Fig. 1: run 1, I/O nets highlighted
Scale bar: 20 um.
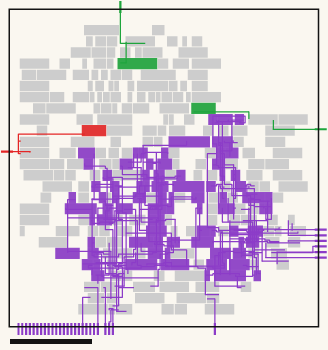
Fig. 2: run 1, cell outlines without signal wires
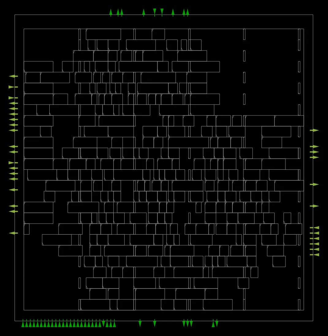
Fig. 3: run 1, floorplan with the power grid
Scale bar: 20 um. Pins as bars on the die edge. Tap cells in grey.
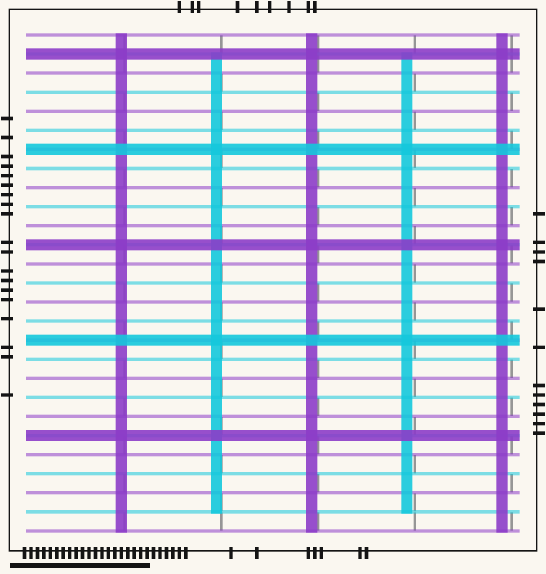
$ cat src/rtl/mips_control_decoder_if.sv
// Avalon-side bus strobes between the MIPS control unit and the memory interconnect.
// The control unit is the master: it issues read/write strobes and byte lanes, the bus answers with waitrequest.
interface mips_control_decoder_if;
    logic       waitrequest;
    logic       MemRead;
    logic       MemWrite;
    logic [3:0] byteenable;

    modport master (
        input  waitrequest,
        output MemRead,
        output MemWrite,
        output byteenable
    );

    modport slave (
        output waitrequest,
        input  MemRead,
        input  MemWrite,
        input  byteenable
    );
endinterface

$ cat src/rtl/mips_control_decoder.sv
// Multicycle control unit for the Avalon-bus MIPS-I CPU: FSM sequencing, instruction decode,
// bus strobes, branch delay slot tracking and halt on PC == 0.
module mips_control_decoder (
    input  logic        clk,
    input  logic        Rst,
    input  logic [31:0] Instr,
    input  logic        PCIs0,
    input  logic        lessthan,
    mips_control_decoder_if.master bus,
    output logic        Active,
    output logic [2:0]  State,
    output logic        IorD,
    output logic        IrWrite,
    output logic        IrSel,
    output logic        ALUSrcA,
    output logic [1:0]  ALUSrcB,
    output logic [4:0]  ALUControl,
    output logic        ALUSel,
    output logic        ExtSel,
    output logic        PCWrite,
    output logic        PCSrc,
    output logic        Is_Jump,
    output logic        BranchDelay,
    output logic        RegWrite,
    output logic        RegDst,
    output logic        MemtoReg,
    output logic        Link,
    output logic        OutLSB,
    output logic [1:0]  extendedmem,
    output logic        stall,
    output logic        Stall
);

    localparam logic [2:0] S_FETCH  = 3'd0;
    localparam logic [2:0] S_DECODE = 3'd1;
    localparam logic [2:0] S_EXEC   = 3'd2;
    localparam logic [2:0] S_MEM    = 3'd3;
    localparam logic [2:0] S_WB     = 3'd4;
    localparam logic [2:0] S_HALT   = 3'd7;

    localparam logic [4:0] ALU_ADD   = 5'd0;
    localparam logic [4:0] ALU_SUB   = 5'd1;
    localparam logic [4:0] ALU_AND   = 5'd2;
    localparam logic [4:0] ALU_OR    = 5'd3;
    localparam logic [4:0] ALU_XOR   = 5'd4;
    localparam logic [4:0] ALU_SLT   = 5'd5;
    localparam logic [4:0] ALU_SLTU  = 5'd6;
    localparam logic [4:0] ALU_SLL   = 5'd7;
    localparam logic [4:0] ALU_SRL   = 5'd8;
    localparam logic [4:0] ALU_SRA   = 5'd9;
    localparam logic [4:0] ALU_LUI   = 5'd10;
    localparam logic [4:0] ALU_EQ    = 5'd11;
    localparam logic [4:0] ALU_NE    = 5'd12;
    localparam logic [4:0] ALU_PASSA = 5'd13;

    localparam logic [5:0] OP_RTYPE = 6'h00;
    localparam logic [5:0] OP_J     = 6'h02;
    localparam logic [5:0] OP_JAL   = 6'h03;
    localparam logic [5:0] OP_BEQ   = 6'h04;
    localparam logic [5:0] OP_BNE   = 6'h05;
    localparam logic [5:0] OP_ADDIU = 6'h09;
    localparam logic [5:0] OP_SLTI  = 6'h0A;
    localparam logic [5:0] OP_SLTIU = 6'h0B;
    localparam logic [5:0] OP_ANDI  = 6'h0C;
    localparam logic [5:0] OP_ORI   = 6'h0D;
    localparam logic [5:0] OP_XORI  = 6'h0E;
    localparam logic [5:0] OP_LUI   = 6'h0F;
    localparam logic [5:0] OP_LB    = 6'h20;
    localparam logic [5:0] OP_LH    = 6'h21;
    localparam logic [5:0] OP_LW    = 6'h23;
    localparam logic [5:0] OP_LBU   = 6'h24;
    localparam logic [5:0] OP_LHU   = 6'h25;
    localparam logic [5:0] OP_SW    = 6'h2B;

    localparam logic [5:0] FN_SLL  = 6'h00;
    localparam logic [5:0] FN_SRL  = 6'h02;
    localparam logic [5:0] FN_SRA  = 6'h03;
    localparam logic [5:0] FN_JR   = 6'h08;
    localparam logic [5:0] FN_JALR = 6'h09;
    localparam logic [5:0] FN_ADDU = 6'h21;
    localparam logic [5:0] FN_SUBU = 6'h23;
    localparam logic [5:0] FN_AND  = 6'h24;
    localparam logic [5:0] FN_OR   = 6'h25;
    localparam logic [5:0] FN_XOR  = 6'h26;
    localparam logic [5:0] FN_SLT  = 6'h2A;
    localparam logic [5:0] FN_SLTU = 6'h2B;

    logic [2:0] state;
    logic [2:0] next_state;
    logic       branch_delay;
    logic       took_branch;
    logic       taken;

    logic [5:0] opcode;
    logic [5:0] funct;
    logic       unused_instr_bits;

    logic [4:0] d_alu;
    logic       d_srca;
    logic [1:0] d_srcb;
    logic       d_wr;
    logic       d_rdst;
    logic       d_load;
    logic       d_store;
    logic       d_branch;
    logic       d_jump_imm;
    logic       d_jump_reg;
    logic       d_link;
    logic       d_lsb;
    logic       d_ext;
    logic [1:0] d_extmem;

    assign opcode            = Instr[31:26];
    assign funct             = Instr[5:0];
    assign unused_instr_bits = ^Instr[25:6];

    // Instruction decode; anything unrecognised falls through as a NOP (no writes, straight to WB).
    always_comb begin
        d_alu      = ALU_ADD;
        d_srca     = 1'b0;
        d_srcb     = 2'd0;
        d_wr       = 1'b0;
        d_rdst     = 1'b0;
        d_load     = 1'b0;
        d_store    = 1'b0;
        d_branch   = 1'b0;
        d_jump_imm = 1'b0;
        d_jump_reg = 1'b0;
        d_link     = 1'b0;
        d_lsb      = 1'b0;
        d_ext      = 1'b1;
        d_extmem   = 2'd0;
        case (opcode)
            OP_RTYPE: begin
                d_srca = 1'b1;
                d_rdst = 1'b1;
                case (funct)
                    FN_ADDU: begin d_alu = ALU_ADD;  d_wr = 1'b1; end
                    FN_SUBU: begin d_alu = ALU_SUB;  d_wr = 1'b1; end
                    FN_AND:  begin d_alu = ALU_AND;  d_wr = 1'b1; end
                    FN_OR:   begin d_alu = ALU_OR;   d_wr = 1'b1; end
                    FN_XOR:  begin d_alu = ALU_XOR;  d_wr = 1'b1; end
                    FN_SLT:  begin d_alu = ALU_SLT;  d_wr = 1'b1; d_lsb = 1'b1; end
                    FN_SLTU: begin d_alu = ALU_SLTU; d_wr = 1'b1; d_lsb = 1'b1; end
                    FN_SLL:  begin d_alu = ALU_SLL;  d_wr = 1'b1; d_srcb = 2'd3; end
                    FN_SRL:  begin d_alu = ALU_SRL;  d_wr = 1'b1; d_srcb = 2'd3; end
                    FN_SRA:  begin d_alu = ALU_SRA;  d_wr = 1'b1; d_srcb = 2'd3; end
                    FN_JR:   begin d_alu = ALU_PASSA; d_jump_reg = 1'b1; end
                    FN_JALR: begin
                        d_alu      = ALU_PASSA;
                        d_jump_reg = 1'b1;
                        d_wr       = 1'b1;
                        d_link     = 1'b1;
                    end
                    default: d_srca = 1'b0;
                endcase
            end
            OP_ADDIU: begin d_alu = ALU_ADD;  d_srca = 1'b1; d_srcb = 2'd2; d_wr = 1'b1; end
            OP_SLTI:  begin d_alu = ALU_SLT;  d_srca = 1'b1; d_srcb = 2'd2; d_wr = 1'b1; d_lsb = 1'b1; end
            OP_SLTIU: begin d_alu = ALU_SLTU; d_srca = 1'b1; d_srcb = 2'd2; d_wr = 1'b1; d_lsb = 1'b1; end
            OP_ANDI:  begin d_alu = ALU_AND;  d_srca = 1'b1; d_srcb = 2'd2; d_wr = 1'b1; d_ext = 1'b0; end
            OP_ORI:   begin d_alu = ALU_OR;   d_srca = 1'b1; d_srcb = 2'd2; d_wr = 1'b1; d_ext = 1'b0; end
            OP_XORI:  begin d_alu = ALU_XOR;  d_srca = 1'b1; d_srcb = 2'd2; d_wr = 1'b1; d_ext = 1'b0; end
            OP_LUI:   begin d_alu = ALU_LUI;  d_srcb = 2'd2; d_wr = 1'b1; end
            OP_LW:    begin d_srca = 1'b1; d_srcb = 2'd2; d_wr = 1'b1; d_load = 1'b1; d_extmem = 2'd0; end
            OP_LB:    begin d_srca = 1'b1; d_srcb = 2'd2; d_wr = 1'b1; d_load = 1'b1; d_extmem = 2'd1; end
            OP_LBU:   begin d_srca = 1'b1; d_srcb = 2'd2; d_wr = 1'b1; d_load = 1'b1; d_extmem = 2'd2; d_ext = 1'b0; end
            OP_LH:    begin d_srca = 1'b1; d_srcb = 2'd2; d_wr = 1'b1; d_load = 1'b1; d_extmem = 2'd3; end
            OP_LHU:   begin d_srca = 1'b1; d_srcb = 2'd2; d_wr = 1'b1; d_load = 1'b1; d_extmem = 2'd3; d_ext = 1'b0; end
            OP_SW:    begin d_srca = 1'b1; d_srcb = 2'd2; d_store = 1'b1; end
            OP_BEQ:   begin d_alu = ALU_EQ; d_srca = 1'b1; d_branch = 1'b1; end
            OP_BNE:   begin d_alu = ALU_NE; d_srca = 1'b1; d_branch = 1'b1; end
            OP_J:     d_jump_imm = 1'b1;
            OP_JAL:   begin d_jump_imm = 1'b1; d_wr = 1'b1; d_link = 1'b1; end
            default:  d_ext = 1'b1;
        endcase
    end

    assign taken = d_jump_imm | d_jump_reg | (d_branch & lessthan);

    // Strobes are forced low combinationally while Rst is high so a reset mid-access drops the bus at once.
    always_comb begin
        next_state     = state;
        bus.MemRead    = 1'b0;
        bus.MemWrite   = 1'b0;
        bus.byteenable = 4'h0;
        IorD           = 1'b0;
        IrWrite        = 1'b0;
        IrSel          = 1'b0;
        ALUSrcA        = 1'b0;
        ALUSrcB        = 2'd0;
        ALUControl     = ALU_ADD;
        ALUSel         = 1'b0;
        ExtSel         = 1'b0;
        PCWrite        = 1'b0;
        PCSrc          = 1'b0;
        Is_Jump        = 1'b0;
        RegWrite       = 1'b0;
        RegDst         = 1'b0;
        MemtoReg       = 1'b0;
        Link           = 1'b0;
        OutLSB         = 1'b0;
        extendedmem    = 2'd0;
        stall          = 1'b0;
        if (!Rst) begin
            case (state)
                S_FETCH: begin
                    if (PCIs0) begin
                        next_state = S_HALT;
                    end else begin
                        bus.MemRead    = 1'b1;
                        bus.byteenable = 4'hF;
                        stall          = bus.waitrequest;
                        IrWrite        = ~bus.waitrequest;
                        IrSel          = ~bus.waitrequest;
                        if (!bus.waitrequest) next_state = S_DECODE;
                    end
                end
                S_DECODE: begin
                    ALUSrcA    = 1'b0;
                    ALUSrcB    = 2'd1;
                    ALUControl = ALU_ADD;
                    ExtSel     = d_ext;
                    next_state = S_EXEC;
                end
                S_EXEC: begin
                    ALUSrcA    = d_srca;
                    ALUSrcB    = d_srcb;
                    ALUControl = d_alu;
                    // Effective addresses always sign-extend, even for the zero-extending loads.
                    ExtSel     = (d_load | d_store) ? 1'b1 : d_ext;
                    Is_Jump    = d_jump_imm;
                    ALUSel     = d_branch;
                    next_state = (d_load | d_store) ? S_MEM : S_WB;
                end
                S_MEM: begin
                    bus.MemRead    = d_load;
                    bus.MemWrite   = d_store;
                    bus.byteenable = 4'hF;
                    IorD           = 1'b1;
                    ExtSel         = d_ext;
                    extendedmem    = d_extmem;
                    stall          = bus.waitrequest;
                    if (!bus.waitrequest) next_state = S_WB;
                end
                S_WB: begin
                    RegWrite    = d_wr;
                    RegDst      = d_wr & d_rdst;
                    MemtoReg    = d_load;
                    Link        = d_link;
                    OutLSB      = d_lsb;
                    extendedmem = d_extmem;
                    ExtSel      = d_ext;
                    ALUSrcA     = 1'b0;
                    ALUSrcB     = 2'd1;
                    ALUControl  = ALU_ADD;
                    PCWrite     = 1'b1;
                    // The branch's own WB advances sequentially; its delay slot's WB takes the target.
                    PCSrc       = branch_delay & ~took_branch;
                    next_state  = S_FETCH;
                end
                default: next_state = S_HALT;
            endcase
        end
    end

    always_ff @(posedge clk) begin
        if (Rst) begin
            state        <= S_FETCH;
            branch_delay <= 1'b0;
            took_branch  <= 1'b0;
        end else begin
            state <= next_state;
            if (state == S_EXEC) begin
                took_branch <= taken;
                if (taken) branch_delay <= 1'b1;
            end else if (state == S_WB && branch_delay && !took_branch) begin
                branch_delay <= 1'b0;
            end
        end
    end

    assign State       = state;
    assign Active      = (state != S_HALT);
    assign BranchDelay = branch_delay;
    assign Stall       = stall;

endmodule

$ cat src/flat_wrapper.sv
// flat-port wrapper written by rule: the top's interface ports become plain ports
module mips_control_decoder_flat 
  (clk, Rst, Instr, PCIs0, lessthan, Active, State, IorD, IrWrite, IrSel, ALUSrcA, ALUSrcB, ALUControl, ALUSel, ExtSel, PCWrite, PCSrc, Is_Jump, BranchDelay, RegWrite, RegDst, MemtoReg, Link, OutLSB, extendedmem, stall, Stall, bus_waitrequest, bus_MemRead, bus_MemWrite, bus_byteenable);
  mips_control_decoder_if bus_i ();
  input  logic clk;
  input  logic Rst;
  input  logic [31:0] Instr;
  input  logic PCIs0;
  input  logic lessthan;
  output logic Active;
  output logic [2:0] State;
  output logic IorD;
  output logic IrWrite;
  output logic IrSel;
  output logic ALUSrcA;
  output logic [1:0] ALUSrcB;
  output logic [4:0] ALUControl;
  output logic ALUSel;
  output logic ExtSel;
  output logic PCWrite;
  output logic PCSrc;
  output logic Is_Jump;
  output logic BranchDelay;
  output logic RegWrite;
  output logic RegDst;
  output logic MemtoReg;
  output logic Link;
  output logic OutLSB;
  output logic [1:0] extendedmem;
  output logic stall;
  output logic Stall;
  input wire logic [$bits(bus_i.waitrequest)-1:0] bus_waitrequest;
  output wire logic [$bits(bus_i.MemRead)-1:0] bus_MemRead;
  output wire logic [$bits(bus_i.MemWrite)-1:0] bus_MemWrite;
  output wire logic [$bits(bus_i.byteenable)-1:0] bus_byteenable;
  assign bus_i.waitrequest = bus_waitrequest;
  assign bus_MemRead = bus_i.MemRead;
  assign bus_MemWrite = bus_i.MemWrite;
  assign bus_byteenable = bus_i.byteenable;
  mips_control_decoder u_core (.clk(clk), .Rst(Rst), .Instr(Instr), .PCIs0(PCIs0), .lessthan(lessthan), .bus(bus_i), .Active(Active), .State(State), .IorD(IorD), .IrWrite(IrWrite), .IrSel(IrSel), .ALUSrcA(ALUSrcA), .ALUSrcB(ALUSrcB), .ALUControl(ALUControl), .ALUSel(ALUSel), .ExtSel(ExtSel), .PCWrite(PCWrite), .PCSrc(PCSrc), .Is_Jump(Is_Jump), .BranchDelay(BranchDelay), .RegWrite(RegWrite), .RegDst(RegDst), .MemtoReg(MemtoReg), .Link(Link), .OutLSB(OutLSB), .extendedmem(extendedmem), .stall(stall), .Stall(Stall));
endmodule
$ cat config.mk
export PLATFORM = sky130hd
export DESIGN_NAME = mips_control_decoder_flat
export DESIGN_NICKNAME = d
export VERILOG_FILES = /design/src/rtl/mips_control_decoder_if.sv /design/src/rtl/mips_control_decoder.sv /design/src/flat_wrapper.sv
export SDC_FILE = /design/constraint.sdc
export NUM_CORES = 1
export LEC_CHECK = 0
export CORE_AREA = 2 2 73 75
export CTS_BUF_LIST = sky130_fd_sc_hd__clkbuf_8
export DETAILED_ROUTE_END_ITERATION = 8
export DIE_AREA = 0 0 75 77
export SLEW_MARGIN = 20
export SYNTH_ARGS = -nofsm -noshare
export SYNTH_HDL_FRONTEND = slang
export SYNTH_SLANG_ARGS = --single-unit
$ cat constraint.sdc
create_clock -name clk -period 2 [get_ports clk]
set_input_delay 0.3 -clock clk [delete_from_list [all_inputs] [get_ports clk]]
set_output_delay 0.3 -clock clk [all_outputs]
set_load 0.1 [all_outputs]
==> run notes, run 1 <==
Implementation results. The final reports fail on setup timing. Distinct cell type count after synthesis landed at 51. Clock skew on the completed layout was measured at 0.00162 ns. Cell leakage power landed at 1.13 nW. Largest vdd supply drop landed at 0.536 mV. TritonCTS reports the number of clock sinks as 5.

Global routing put the most usage on met2. Looking at the clock tree report, the maximum root-to-sink buffer count equals 2. The cell count after synthesis came out at 200.

In the setup report, the worst path falls into the class input pin to primary output. Post-synthesis area per instance landed at 6.08 um^2. sky130_fd_sc_hd__a21oi_1 takes more of the synthesized area than any other cell. In this run the number of H-tree levels came out at 1. After routing the design area is 0.00286 mm^2. Dividing total power by cell area gives a power density of 573 mW/mm^2.

Post-route setup TNS landed at -2.07 ns. Detailed-router iteration count before antenna repair landed at 4. The run finished, with violations left. Simple logic cell fraction of the synthesized area landed at 43.3%.

Counting tap cells, the placed design contains a total of 349 instances. By instance count after routing, the leading logic cell type is sky130_fd_sc_hd__buf_4. Peak per-stage delay on the critical path landed at 0.55 ns. Number of nets at the end of the flow landed at 330. Routed metal-1 wire length landed at 2140 um. Die extent in x landed at 75 um. Remaining antenna violation count after routing landed at 0.

The most critical setup path has its startpoint at Instr[29]. Internal reg-to-reg setup slack landed at 0.48 ns. For reference, the final report shows the hold violation count at 0. TritonCTS built the clock tree. Post-DP HPWL landed at 3850 um. Post-synth net total landed at 237. The critical path ends at ALUControl[0]. Post-cts hold buffer count landed at 0. The worst hold path terminates at u_core.took_branch$_SDFFE_PP0P_.

For reference, the mux area share after synthesis is 0.823%. In this run the critical register-to-register path is captured at u_core.BranchDelay$_SDFFE_PP0P_. Data required time at the worst endpoint landed at 1.70 ns. The library cells used most frequently in the layout, excluding fill and tap cells, are sky130_fd_sc_hd__buf_4, sky130_fd_sc_hd__buf_12, sky130_fd_sc_hd__a21oi_1.

Across all setup checks in the final design, the least slack found is -0.293 ns. Post-place instance area landed at 0.00267 mm^2. Grouping non-sequential cells by family puts the most area in simple AND/OR/NAND/NOR gates. In the final report, the number of endpoints failing setup comes to 10.
Notes on Fig. 1 above:
Red is IrWrite, direction output, end cells 1, buffers 1, wire 26.3 um. Green is ALUSrcB, direction output, end cells 2, buffers 2, wire 48.0 um. Purple is Instr, direction input, end cells 96, buffers 34, wire 1,500 um.

Notes on Fig. 2 above:
Placement Rows: 26
share of the final layout cell area in sequential cells: 3.89%
core area: 0.00498 mm^2
count of sequential standard cells: 5

Notes on Fig. 3 above:
Purple is VSS. Cyan is VDD.
5 straps on met5. The core has 26 rows. 5 straps on met4. 70 tap cells.

==> run 1: final cells by class <==
type                            count  share of cell area (%)
Sequential cell                     5                    3.89
Clock buffer                        3                    1.44
Timing Repair Buffer              112                    44.7
Tap cell                           70                    3.06
Clock inverter                      1                   0.131
Multi-Input combinational cell    160                    45.1
Inverter                           11                    1.66
==> run 1: where the power goes <==
group	internal [W]	leakage [nW]	switching [W]	total, W
sequential	0.000128	0.0428	0.0000739	0.000202
clock	0.000132	0.0269	0.0000515	0.000183
combinational	0.000459	1.06	0.000798	0.00126
total	0.000719	1.13	0.000923	0.00164
==> run 1: timing repair <==
action,in CTS,in global routing
hold endpoints to repair,0,0
endpoints found under the setup margin,24,15
buffers inserted,6,4
gates resized,55,8
pin swaps,19,16
==> run 2: changes to the inputs <==
--- a/config.mk
+++ b/config.mk
@@ -9,6 +9,7 @@
 export CTS_BUF_LIST = sky130_fd_sc_hd__clkbuf_8
 export DETAILED_ROUTE_END_ITERATION = 8
 export DIE_AREA = 0 0 75 77
+export DONT_BUFFER_PORTS = 1
 export SLEW_MARGIN = 20
 export SYNTH_ARGS = -nofsm -noshare
 export SYNTH_HDL_FRONTEND = slang
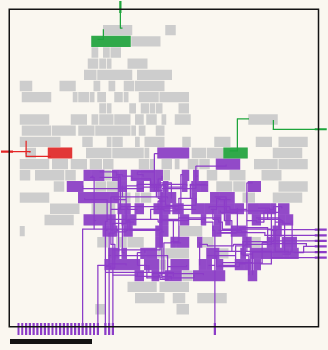
Fig. 4. I/O nets highlighted (run 2).
Scale bar: 20 um.
Red is IrWrite, direction output, end cells 1, buffers 1, wire 14.3 um. Green is ALUSrcB, direction output, end cells 2, buffers 2, wire 33.4 um. Purple is Instr, direction input, end cells 96, buffers 0, wire 1,140 um.

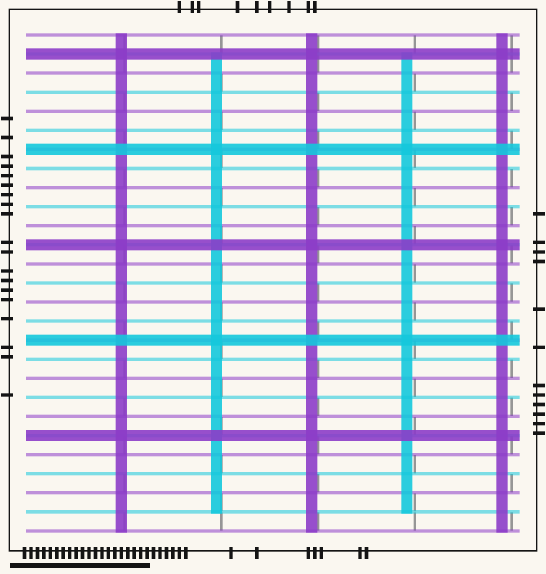
Fig. 5. Floorplan with the power grid (run 2).
Scale bar: 20 um. Pins as bars on the die edge. Tap cells in grey.
Cyan is VDD. Purple is VSS.
The core has 26 rows. 27 met1 rails follow the rows. 73 signal pins sit on the boundary. 5 straps on met4. 5 straps on met5.

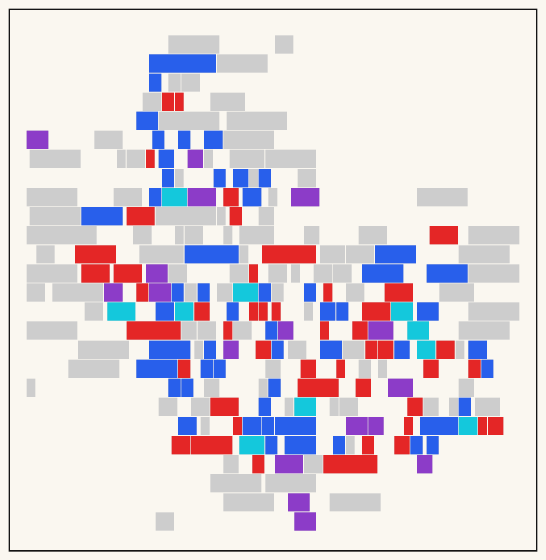
Fig. 6. Gate-type map (run 2).
Red is nor cells, cells 47, most used nor2_1. Cyan is non-inverting ao/oa cells, cells 10. Purple is and/or cells, cells 17, most used and2_4. Blue is aoi and oai cells, cells 53, most used a21oi_1.

==> run 2 against run 1 <==
Against the previous run: the run still ends with setup timing left; highest routed layer unchanged; sequential power fell by 4%; synthesized area stayed put; flip-flop count unchanged; final cell count down 19%; worst setup slack improved by 0.12 ns; critical path depth fell by 1; core utilization decreased by 15 points; fmax rose by 5.3%; total power fell by 15%; die size stayed put.
==> run notes, run 2 <==
Implementation results. The clock arrives with 0.00710 ns of skew. Of all cell types, the one taking the most synthesized area is sky130_fd_sc_hd__a21oi_1. The flow ran to the end, but the final reports show violations. CTS built an H-tree with a depth of 1. Logic share of the area landed at 58.6%. The checks that failed: setup timing. Share of the final layout cell area in sequential cells landed at 5.21%. The number of sequential cells reported for the layout is 5. In this run, power in the clock network comes to 0.000185 W. By instance count after routing, the leading logic cell types are sky130_fd_sc_hd__buf_4, sky130_fd_sc_hd__buf_12, sky130_fd_sc_hd__a21oi_1. In this run, power in combinational logic comes to 0.00102 W. The report lists the power per cell area as 652 mW/mm^2. The script extracted a net switching power of 0.000824 W.

The final design was reported to hold multi-input combinational gates totalling 160. Remaining antenna violation count after routing landed at 0. For this run the detailed placement stage logged an HPWL of 3150 um. The analysis reports a worst IR drop on VDD of 0.778 mV. Setup slack on the critical path of the routed design comes to -0.177 ns. Of all the cell area in the finished design, the clock network holds 2.11%. Per the layout report, the design carries 11 non-clock inverters. Net switching fraction of the power landed at 59.1%. Internal portion of total power landed at 0.000571 W.

Power of the sequential group landed at 0.000194 W. The floorplan step set the die width to 75 um. Cell leakage power landed at 0.766 nW.

The synthesized netlist contains 51 unique library cells. TritonCTS built the clock tree. Number of buffers between clock root and the deepest sink landed at 2. Final count of negative-setup-slack endpoints landed at 8.

By area, multi-input combinational cells come first. Cell count after synthesis landed at 200.
run 2: cells by family (layout without fill, tap and decap cells):
| kind of cell | count (synthesis) | count (layout) | synth area share, % |
|---|---|---|---|
| and+or+nand+nor | 94 | 94 | 43.3 |
| AOI/OAI and AO/OA | 63 | 63 | 33.2 |
| buffers and inverters | 35 | 58 | 13.4 |
| DFF | 5 | 5 | 8.23 |
| other | 1 | 1 | 0.308 |
| xor gates and xnor gates | 1 | 1 | 0.720 |
| muxes | 1 | 1 | 0.823 |
run 2: through the flow:
stage	total power, W	TNS, ns	utilization (%)	instances
after floorplan	0.00106	-8.78	-	200
after global placement	0.00119	-1.07	40.4	282
after detailed placement	0.00119	-1.07	40.4	282
after CTS	0.00138	-0.929	42.1	289
after global routing	0.00146	-1.59	43.0	293
final	0.00139	-0.989	43.0	293
==> run 3: changes to the inputs <==
--- a/config.mk
+++ b/config.mk
@@ -7,6 +7,7 @@
 export LEC_CHECK = 0
 export CORE_AREA = 2 2 73 75
 export CTS_BUF_LIST = sky130_fd_sc_hd__clkbuf_8
+export CTS_CLUSTER_SIZE = 14
 export DETAILED_ROUTE_END_ITERATION = 8
 export DIE_AREA = 0 0 75 77
 export DONT_BUFFER_PORTS = 1
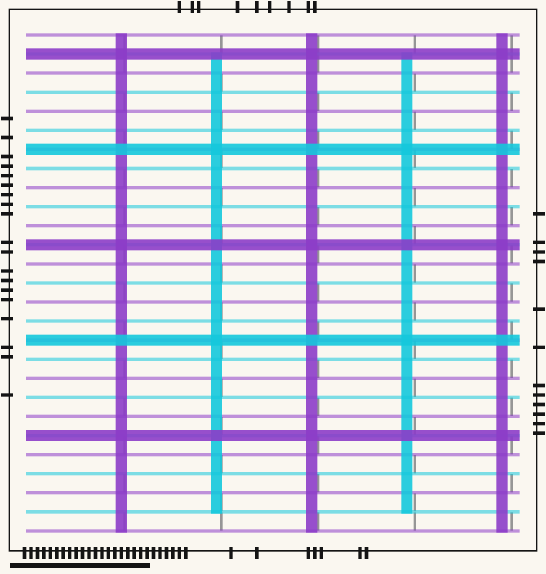
Fig. 7. Floorplan with the power grid (run 3).
Scale bar: 20 um. Pins as bars on the die edge. Tap cells in grey.
Cyan is VDD. Purple is VSS.
73 signal pins sit on the boundary. 5 straps on met4.

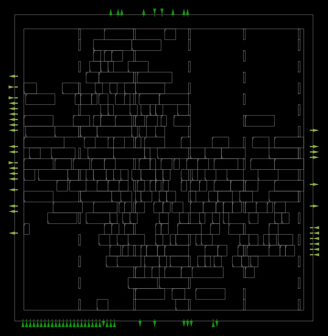
Fig. 8. Cell outlines without signal wires (run 3).
final standard cell count with taps included and fillers excluded: 293
final design utilization: 43.0%

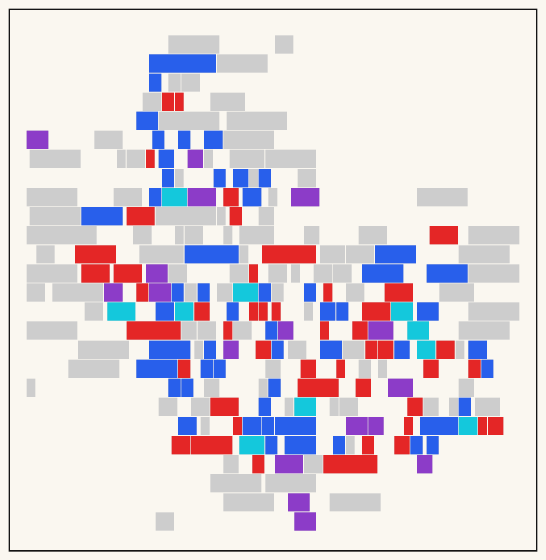
Fig. 9. Gate-type map (run 3).
Blue is aoi and oai cells, cells 53, most used a21oi_1. Cyan is non-inverting ao/oa cells, cells 10. Purple is and/or cells, cells 17, most used and2_4. Red is nor cells, cells 47, most used nor2_1.

==> run 3 against run 2 <==
Against the previous run: sequential share of layout area is the same; largest cell class unchanged; synthesized area is the same; the run still ends with setup timing left; final cell count is the same; worst setup slack stayed put; flip-flop count stayed put; core utilization unchanged; fmax unchanged; first-iteration DRC count unchanged; wire length stayed put; non-clock buffer count stayed put; clock-buffer cell count stayed put; worst hold slack did not move.
==> run notes, run 3 <==
Implementation results. The script extracted a total leakage power of 0.766 nW. Clock network power share landed at 13.2%. By area, the combinational part of the netlist is dominated by simple AND/OR/NAND/NOR gates. For reference, XOR and XNOR gates occupy 0.720% of the area reported after synthesis. The iteration count recorded for the first detailed-route pass is 4.

The final report lists the setup-violating endpoint count as 8. Number of buffers between clock root and the deepest sink landed at 2. The critical path in the final layout is reported with a setup slack of -0.177 ns.

Total combinational power landed at 0.00102 W. Final-layout clock-cell area share landed at 2.11%. When the netlist entered floorplanning its net count stood at 237. The total area inside the core boundary comes to 0.00498 mm^2. The flow ran to the end, but the final reports show violations. Summing internal, switching and leakage power gives 0.00139 W. Dividing total power by cell area gives a power density of 652 mW/mm^2.

Final setup skew landed at 0.00710 ns. Hold-check failures listed in the final report amount to 0. The final reports fail on setup timing.

Cell total after placement landed at 282. Peak per-stage delay on the critical path landed at 0.54 ns. The top cell type in the final layout, fill and taps aside, is sky130_fd_sc_hd__buf_4.

The worst VDD IR drop from the latest analysis is 0.778 mV. After technology mapping, the gate count stands at 200. Final-layout clock buffer total landed at 3.

CTS built an H-tree with a depth of 1. Per report_power, the top consumer among the power groups is combinational logic. Net switching fraction of the power landed at 59.1%.
## run 3: cell counts after synthesis
No cell type changed its count.
## run 3: final timing paths
check                                   from  cells after the start                               to  slack [ns]
max reg2reg     u_core.State[1]$_SDFFE_PP0P_                      6  u_core.BranchDelay$_SDFFE_PP0P_        0.52
min reg2reg  u_core.took_branch$_SDFFE_PP0P_                      2  u_core.took_branch$_SDFFE_PP0P_        0.50
max                                Instr[29]                      6                       ALUSrcB[0]       -0.18
min                                      Rst                      1     u_core.State[2]$_SDFFE_PP0P_        0.15
## run 3: what timing repair did
| item | 4_1_cts | 5_1_grt |
|---|---|---|
| pin swaps | 6 | 5 |
| setup endpoints to repair | 12 | 12 |
| gates resized | 3 | 3 |
| gates cloned | 0 | 0 |
| setup buffers | 3 | 4 |
Power figures rest on the tool's default switching activity, not on a simulated workload.
